Run 1, supply network:
Scale bar: 100 um. Pins as bars on the die edge. Tap cells in gray.
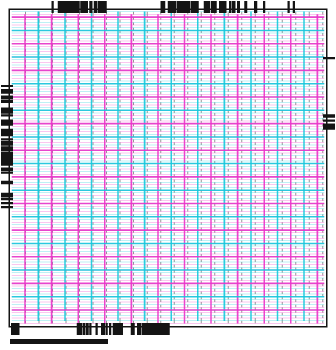
Run 1, placed cells, one color a class:
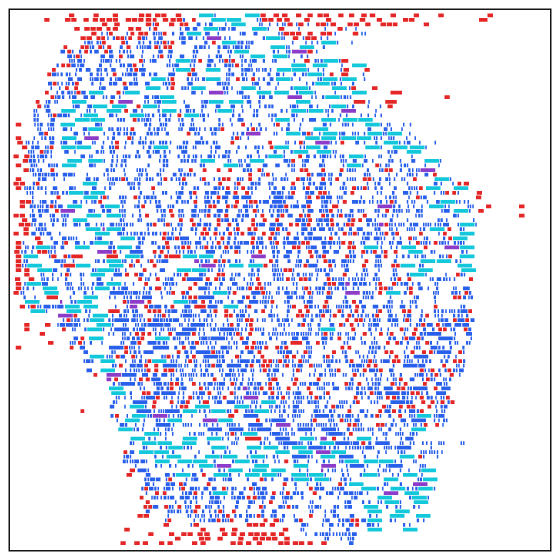
Run 1, clock wires, drivers and flops:
Scale bar: 100 um.
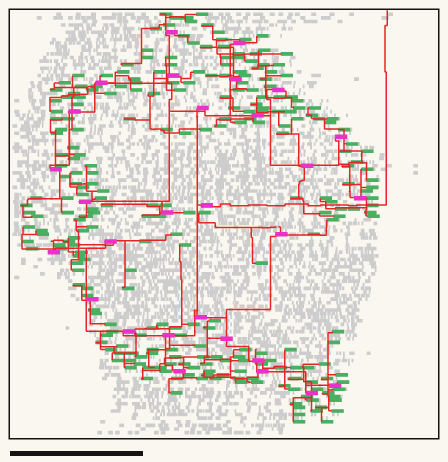
Run 1, routed metal, one color a layer:
Scale bar: 100 um. Two of the layers only.
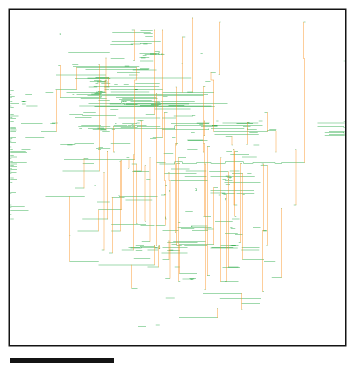
File: src/rtl/multi_cycle_mul_unit_if.sv
// multi_cycle_mul_unit_if: issue-side and result-bus signals of the iterative multiply unit
interface multi_cycle_mul_unit_if #(
  parameter int ROBsize = 16,
  parameter int ROBsizeLog = $clog2(ROBsize + 1)
);
  logic rs_ready;
  logic [63:0] rs_val1;
  logic [63:0] rs_val2;
  logic [9:0] rs_commands;
  logic [ROBsizeLog-1:0] rs_tag;
  logic stall;
  logic flush;
  logic result_ack;
  logic result_valid;
  logic [ROBsizeLog-1:0] result_tag;
  logic [64:0] result_val;
  modport slave (
    input rs_ready, rs_val1, rs_val2, rs_commands, rs_tag, flush, result_ack,
    output stall, result_valid, result_tag, result_val
  );
  modport master (
    output rs_ready, rs_val1, rs_val2, rs_commands, rs_tag, flush, result_ack,
    input stall, result_valid, result_tag, result_val
  );
endinterface

File: src/rtl/multi_cycle_mul_unit.sv
// multi_cycle_mul_unit: 64-cycle radix-2 shift-add multiplier presenting a tagged result to the result bus
module multi_cycle_mul_unit #(
  parameter int ROBsize = 16,
  parameter int ROBsizeLog = $clog2(ROBsize + 1)
) (
  input logic clk_i,
  input logic reset_i,
  multi_cycle_mul_unit_if.slave bus
);
  typedef enum logic [1:0] {IDLE, BUSY, DONE} state_t;
  state_t state, state_nxt;
  logic [5:0] cnt;
  logic [127:0] acc, acc_nxt, prod;
  logic [63:0] mcand, res;
  logic [64:0] sum;
  logic [ROBsizeLog-1:0] tag;
  logic [1:0] op;
  logic neg, a_sgn, b_sgn, unused_cmd;
  assign unused_cmd = ^bus.rs_commands[9:2];
  // acc holds {partial high, remaining multiplier bits}; one bit is retired per cycle
  always_comb begin
    a_sgn = bus.rs_commands[1:0] == 2'b01 || bus.rs_commands[1:0] == 2'b10;
    b_sgn = bus.rs_commands[1:0] == 2'b01;
    sum = {1'b0, acc[127:64]} + (acc[0] ? {1'b0, mcand} : 65'd0);
    acc_nxt = {sum, acc[63:1]};
    prod = neg ? -acc_nxt : acc_nxt;
    state_nxt = bus.flush ? IDLE :
                state == IDLE ? (bus.rs_ready ? BUSY : IDLE) :
                state == BUSY ? (cnt == 6'd63 ? DONE : BUSY) :
                (bus.result_ack ? IDLE : DONE);
  end
  always_ff @(posedge clk_i or negedge reset_i) begin
    if (!reset_i) begin
      state <= IDLE;
      cnt <= '0;
      acc <= '0;
      mcand <= '0;
      res <= '0;
      tag <= '0;
      op <= '0;
      neg <= 1'b0;
    end else begin
      state <= state_nxt;
      if (state == IDLE && state_nxt == BUSY) begin
        mcand <= a_sgn && bus.rs_val1[63] ? -bus.rs_val1 : bus.rs_val1;
        acc <= {64'd0, b_sgn && bus.rs_val2[63] ? -bus.rs_val2 : bus.rs_val2};
        neg <= (a_sgn & bus.rs_val1[63]) ^ (b_sgn & bus.rs_val2[63]);
        tag <= bus.rs_tag;
        op <= bus.rs_commands[1:0];
        cnt <= '0;
      end
      if (state == BUSY) begin
        cnt <= cnt + 6'd1;
        acc <= acc_nxt;
        if (cnt == 6'd63) res <= op == 2'b00 ? prod[63:0] : prod[127:64];
      end
    end
  end
  assign bus.stall = state != IDLE;
  assign bus.result_valid = state == DONE;
  assign bus.result_tag = state == DONE ? tag : '0;
  assign bus.result_val = state == DONE ? {1'b1, res} : 65'd0;
endmodule
File: src/flat_wrapper.sv
// flat-port wrapper written by rule: the top's interface ports become plain ports
module multi_cycle_mul_unit_flat 
#(
  parameter int ROBsize = 16,
  parameter int ROBsizeLog = $clog2(ROBsize + 1)
)
  (clk_i, reset_i, bus_rs_ready, bus_rs_val1, bus_rs_val2, bus_rs_commands, bus_rs_tag, bus_flush, bus_result_ack, bus_stall, bus_result_valid, bus_result_tag, bus_result_val);
  multi_cycle_mul_unit_if #(.ROBsize(ROBsize), .ROBsizeLog(ROBsizeLog)) bus_i ();
  input logic clk_i;
  input logic reset_i;
  input wire logic [$bits(bus_i.rs_ready)-1:0] bus_rs_ready;
  input wire logic [$bits(bus_i.rs_val1)-1:0] bus_rs_val1;
  input wire logic [$bits(bus_i.rs_val2)-1:0] bus_rs_val2;
  input wire logic [$bits(bus_i.rs_commands)-1:0] bus_rs_commands;
  input wire logic [$bits(bus_i.rs_tag)-1:0] bus_rs_tag;
  input wire logic [$bits(bus_i.flush)-1:0] bus_flush;
  input wire logic [$bits(bus_i.result_ack)-1:0] bus_result_ack;
  output wire logic [$bits(bus_i.stall)-1:0] bus_stall;
  output wire logic [$bits(bus_i.result_valid)-1:0] bus_result_valid;
  output wire logic [$bits(bus_i.result_tag)-1:0] bus_result_tag;
  output wire logic [$bits(bus_i.result_val)-1:0] bus_result_val;
  assign bus_i.rs_ready = bus_rs_ready;
  assign bus_i.rs_val1 = bus_rs_val1;
  assign bus_i.rs_val2 = bus_rs_val2;
  assign bus_i.rs_commands = bus_rs_commands;
  assign bus_i.rs_tag = bus_rs_tag;
  assign bus_i.flush = bus_flush;
  assign bus_i.result_ack = bus_result_ack;
  assign bus_stall = bus_i.stall;
  assign bus_result_valid = bus_i.result_valid;
  assign bus_result_tag = bus_i.result_tag;
  assign bus_result_val = bus_i.result_val;
  multi_cycle_mul_unit #(.ROBsize(ROBsize), .ROBsizeLog(ROBsizeLog)) u_core (.clk_i(clk_i), .reset_i(reset_i), .bus(bus_i));
endmodule
File: config.mk
export PLATFORM = sky130hd
export DESIGN_NAME = multi_cycle_mul_unit_flat
export DESIGN_NICKNAME = d
export VERILOG_FILES = /design/src/rtl/multi_cycle_mul_unit_if.sv /design/src/rtl/multi_cycle_mul_unit.sv /design/src/flat_wrapper.sv
export SDC_FILE = /design/constraint.sdc
export NUM_CORES = 1
export LEC_CHECK = 0
export ABC_AREA = 1
export CORE_MARGIN = 1.5
export CORE_UTILIZATION = 25
export CTS_CLUSTER_DIAMETER = 100
export CTS_CLUSTER_SIZE = 12
export DETAILED_ROUTE_END_ITERATION = 10
export PLACE_DENSITY = 0.49
export SYNTH_ARGS = -nofsm -noshare
export SYNTH_HDL_FRONTEND = slang
export SYNTH_SLANG_ARGS = --single-unit
export TNS_END_PERCENT = 100
File: constraint.sdc
create_clock -name clk_i -period 3.2 [get_ports clk_i]
set_clock_uncertainty 0.05 [all_clocks]
set_input_delay 0.64 -clock clk_i [delete_from_list [all_inputs] [get_ports clk_i]]
set_output_delay 0.64 -clock clk_i [all_outputs]
set_load 0.02 [all_outputs]
==> flow_summary.ini, run 1 <==
; flow metrics
[cells_and_area]
final_layout_size_suffix_gt1_share_pct = 24.0
number_of_nets_at_the_end_of_the_flow = 5303
dominant-cell-class = combinational gates
layout.cells.non_filler = 6461
n_antenna_cell = 0
register_area_um2 = 6810
fillers = 11227
area_growth_syn_to_layout_pct = 45.2
final-clk-cell-share_pct = 2.17
top_cells_excl_fill_tap = 1,220 x nand2_1, 701 x inv_1, 638 x buf_4
multiInputCombCellCount = 3188
buffer_area_share_pct = 19.5
final_common_cell = nand2_1
non_clock_inverter_count = 726
flops = 272
comb_area_um2 = 17800

[global_routing]
globalRouteOverflowTotal = 0
grt_start_max_net_pins = 131
grt_first_pass_wirelength_um = 174000
first_global_vias = 29303

[yosys]
synth_xor_xnor_area_share_pct = 4.30
post-synth-top-area-cell = dfrtp_1
aoi_share_pct = 14.1
post_synth_mux_area_share_pct = 0
top_area_share_pct = 26.6
synth.avg_cell_area_um2 = 5.93
largest_non_sequential_cell_family_by_area = simple AND/OR/NAND/NOR gates
ys_seq_share_pct = 26.6
ys_cells = 4310
yosys_warnings = 0
synthArstFlopShare_pct = 100
post_synth_inst_count = 4310
cell_types_with_the_highest_counts_after_synthesis = 1,361 x nand2_1, 715 x inv_1, 464 x nor2_1
netlist_area_um2 = 25600
synth.ff_latch_count = 272
synth-edff-count = 0
synthDistinctLibCells = 55

[outcome]
failing_checks = negative setup slack
outcome = complete, but fails checks

[critical_path]
rr_startpoint = u_core.acc[0]$_DFFE_PN0P_
critical_path_peak_fanout = 5
critPathBufInv = 7
setup.worst_path.start_class = flop
setup.worst_path.start = u_core.acc[0]$_DFFE_PN0P_
critPathMaxStageDelay_ns = 0.39
reg2regPathDepth = 28
worst-r2r-setup-slack_ns = -0.30
crit_family = simple AND/OR/NAND/NOR gates
cp-end-kind = flop
critical_path.most_common_cell = nand2_1

[detailed_routing]
first_pass_iters = 5
final_antenna_net_count = 0
drt-vias-per-instance = 4.65

[floorplan]
die-area_um2 = 104000
fp_util_pct = 25.2
floorplan.tapcells = 1368
pin_count = 220

[clocking]
cts_setup_buffers = 22
tritoncts_num_sinks = 272
clk_path_buf_depth = 3
cts_made_buffers = 29
cts_hold_fix_bufs = 1
postCtsResizedCells = 334
cts_tree = built

[timing]
tns_ns = -7.02
grt_setup_unrepaired = true
timing.final.ws_setup_ns = -0.302
fin_crit_ns = 3.50
setup_viol = 47
clock.fmax_ghz = 0.286

[placement]
io_buffers = 211
dp.cells = 6388
gp_congestion = 0.961
place.detailed.hpwl_um = 93900
dpl-instance-area_um2 = 33800

[job]
warnings = 43

[power_and_ir_drop]
power.static_leakage_nw = 18.3
post-layout-total-power_mw = 28.8

[hold_path]
holdCritPathClass = primary input to async pin
About 'supply network':
- magenta: VSS
- cyan: VDD
- tap cells: 1,368
- signal pins: 220
- rows: 117
Die H: 323 um
Max VDD drop: 438 uV
chip width: 323 um
Core Footprint: 102,000 um^2

About 'placed cells, one color a class':
- purple: clock drivers and dummy loads (cells 39; share of their area 2.3%)
- red: other buffers and delay cells (cells 868; share of their area 20%)
- cyan: flops (cells 272; share of their area 19%)
- blue: combinational and other logic (cells 3,914; share of their area 58%)
area of all placed cells without fillers: 37,100 um^2
Placement Rows: 117
Util after Layout: 36.5%
register share of the cell area: 18.3%

About 'clock wires, drivers and flops':
- magenta: clock drivers (count 29)
- green: flip-flops (count 272)
- red: clock wires (length 4,830 um)
- routed clock nets: 30
- flops lie: widely spread
Worst-Skew Late Latency: 0.63 ns
power of the clock network: 3.23 mW
relative contribution of the clock network to total power: 11.2%

About 'routed metal, one color a layer':
- orange: metal 4 (wire length 3,990 um)
- green: metal 3 (wire length 5,700 um)
total global-route track usage: 21.7%
routed wire length: 115,000 um
via total after detailed routing: 30,018
wire length per cell after detailed routing: 17.8 um

==> run 1: per-layer routing <==
| metal | track usage (%) | part of all wire, % | vias to the layer above |
|---|---|---|---|
| li1 | - | - | 15210 |
| met1 | 28.7 | 45 | 13979 |
| met2 | 36.9 | 47 | 684 |
| met3 | 2.54 | 5.0 | 145 |
| met4 | 6.51 | 3.5 | 0 |
| met5 | 0 | 0 | - |
==> run 1: sequential cells by signal, indices dropped and copies added (netlist names) <==
name	count
u_core.acc	128
u_core.cnt	6
u_core.mcand	64
u_core.neg	1
u_core.op	2
u_core.res	64
u_core.state	2
u_core.tag	5
==> run 1: power breakdown <==
| group | internal (mW) | switching [mW] |
|---|---|---|
| Clock | 1.66 | 1.57 |
| Sequential | 4.41 | 0.980 |
| Combinational | 8.39 | 11.8 |
Run 1, clock routing:
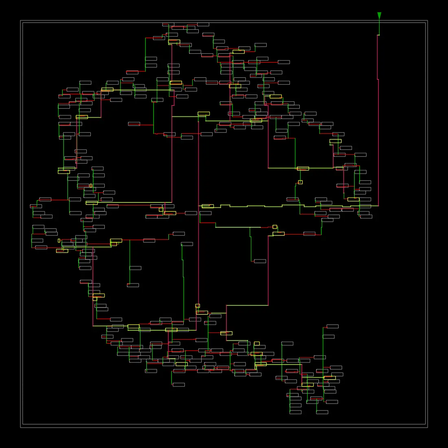

==> run 2: changes to the inputs <==
--- a/config.mk
+++ b/config.mk
@@ -6,6 +6,7 @@
 export NUM_CORES = 1
 export LEC_CHECK = 0
 export ABC_AREA = 1
+export CAP_MARGIN = 10
 export CORE_MARGIN = 1.5
 export CORE_UTILIZATION = 25
 export CTS_CLUSTER_DIAMETER = 100
==> constraint.sdc (replaced) <==
create_clock -name clk_i -period 3.2 [get_ports clk_i]
set_clock_uncertainty 0.05 [all_clocks]
set_input_delay 0.64 -clock clk_i [delete_from_list [all_inputs] [get_ports clk_i]]
set_output_delay 0.64 -clock clk_i [all_outputs]
set_load 0.1 [all_outputs]
Run 2, clock routing:
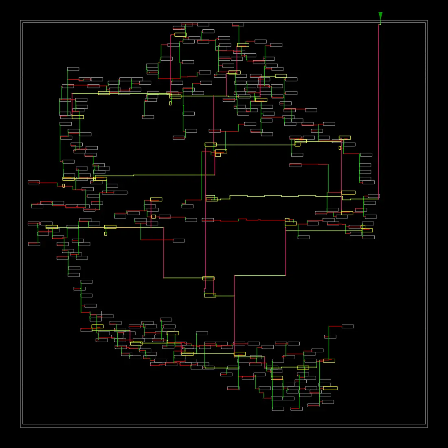
flip-flops: 272
TritonCTS buffer count: 30
Worst-Skew Late Latency: 0.62 ns

Run 2, supply network:
Scale bar: 100 um. Pins as bars on the die edge. Tap cells in gray.
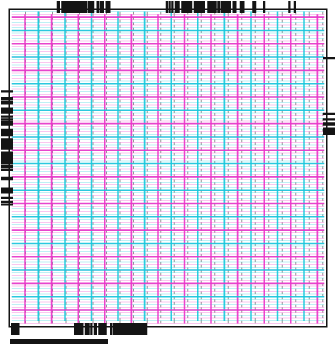
- magenta: VSS
- cyan: VDD
- met4 straps: 23
- signal pins: 220
Max VDD drop: 518 uV

Run 2, routed metal, one color a layer:
Scale bar: 100 um. Two of the layers only.
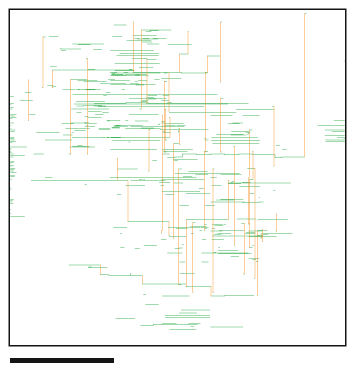
via total after detailed routing: 29,836
routed wire length: 115,000 um
wire length per cell after detailed routing: 17.8 um
total global-route track usage: 21.9%

==> flow_summary.ini, run 2 <==
; flow metrics
[yosys]
ys_cells = 4310
post-synth-top-area-cell = dfrtp_1
netlist_area_um2 = 25600
ys_seq_share_pct = 26.6
top_area_share_pct = 26.6
aoi_share_pct = 14.1
cell_types_with_the_highest_counts_after_synthesis = 1,361 x nand2_1, 715 x inv_1, 464 x nor2_1
synth.ff_latch_count = 272
post_synth_inst_count = 4310

[cells_and_area]
final_layout_size_suffix_gt1_share_pct = 26.1
register_area_um2 = 6810
non_clock_inverter_count = 726
final-clk-cell-share_pct = 2.45
multiInputCombCellCount = 3188
utilization_pct = 36.3
final_common_cell = nand2_1
number_of_nets_at_the_end_of_the_flow = 5307
seqAreaFraction_pct = 18.5
comb_area_um2 = 17600

[power_and_ir_drop]
power.sequential.total_mw = 5.34
top_power_group = combinational cells
power.switching_fraction_pct = 49.4
p_clk_mw = 3.55
post-layout-total-power_mw = 28.7
power.internal_mw = 14.5

[outcome]
failing_checks = negative setup slack
outcome = complete, but fails checks

[timing]
setup_viol = 52
timing.final.ws_setup_ns = -0.336
tns_ns = -11.96

[floorplan]
std_cell_rows = 117
die_w_um = 323
fp_util_pct = 25.2
floorplan.tapcells = 1368
pin_count = 220

[clocking]
cts_hold_fix_bufs = 1
postCtsResizedCells = 315

[placement]
place.detailed.hpwl_um = 94600
io_buffers = 211
dp.cells = 6399
dpl-instance-area_um2 = 33900

[critical_path]
critPathMaxStageDelay_ns = 0.45
## run 2: netlist changes by cell type in the layout (fill, tap and decap cells not counted), moves of 8 or more
cell,change
a21oi_1,+8
buf_4,+70
clkdlybuf4s50_1,-68
ha_4,-10
nand2_1,+19
nand2_2,-10
nand2_4,-9
nand3_1,+14
nand3_2,-11
nor2_1,-70
nor2_2,+79
nor2_4,-9
## run 2: logic make-up after synthesis
kind of cell	after synthesis
buffers and inverters	850
AOI/OAI and AO/OA	629
xor gates and xnor gates	123
and+or+nand+nor	2366
DFF	272
adders and majority gates	70
## run 2: metal layers
metal / routed length (um) / vias up / track usage (%)
met4: 2390 / 0 / 4.45
li1: - / 15221 / -
met3: 5580 / 99 / 1.86
met2: 53800 / 704 / 36.9
met5: 0 / - / 0
met1: 53400 / 13812 / 30.3
Power and IR drop assume default switching activity.
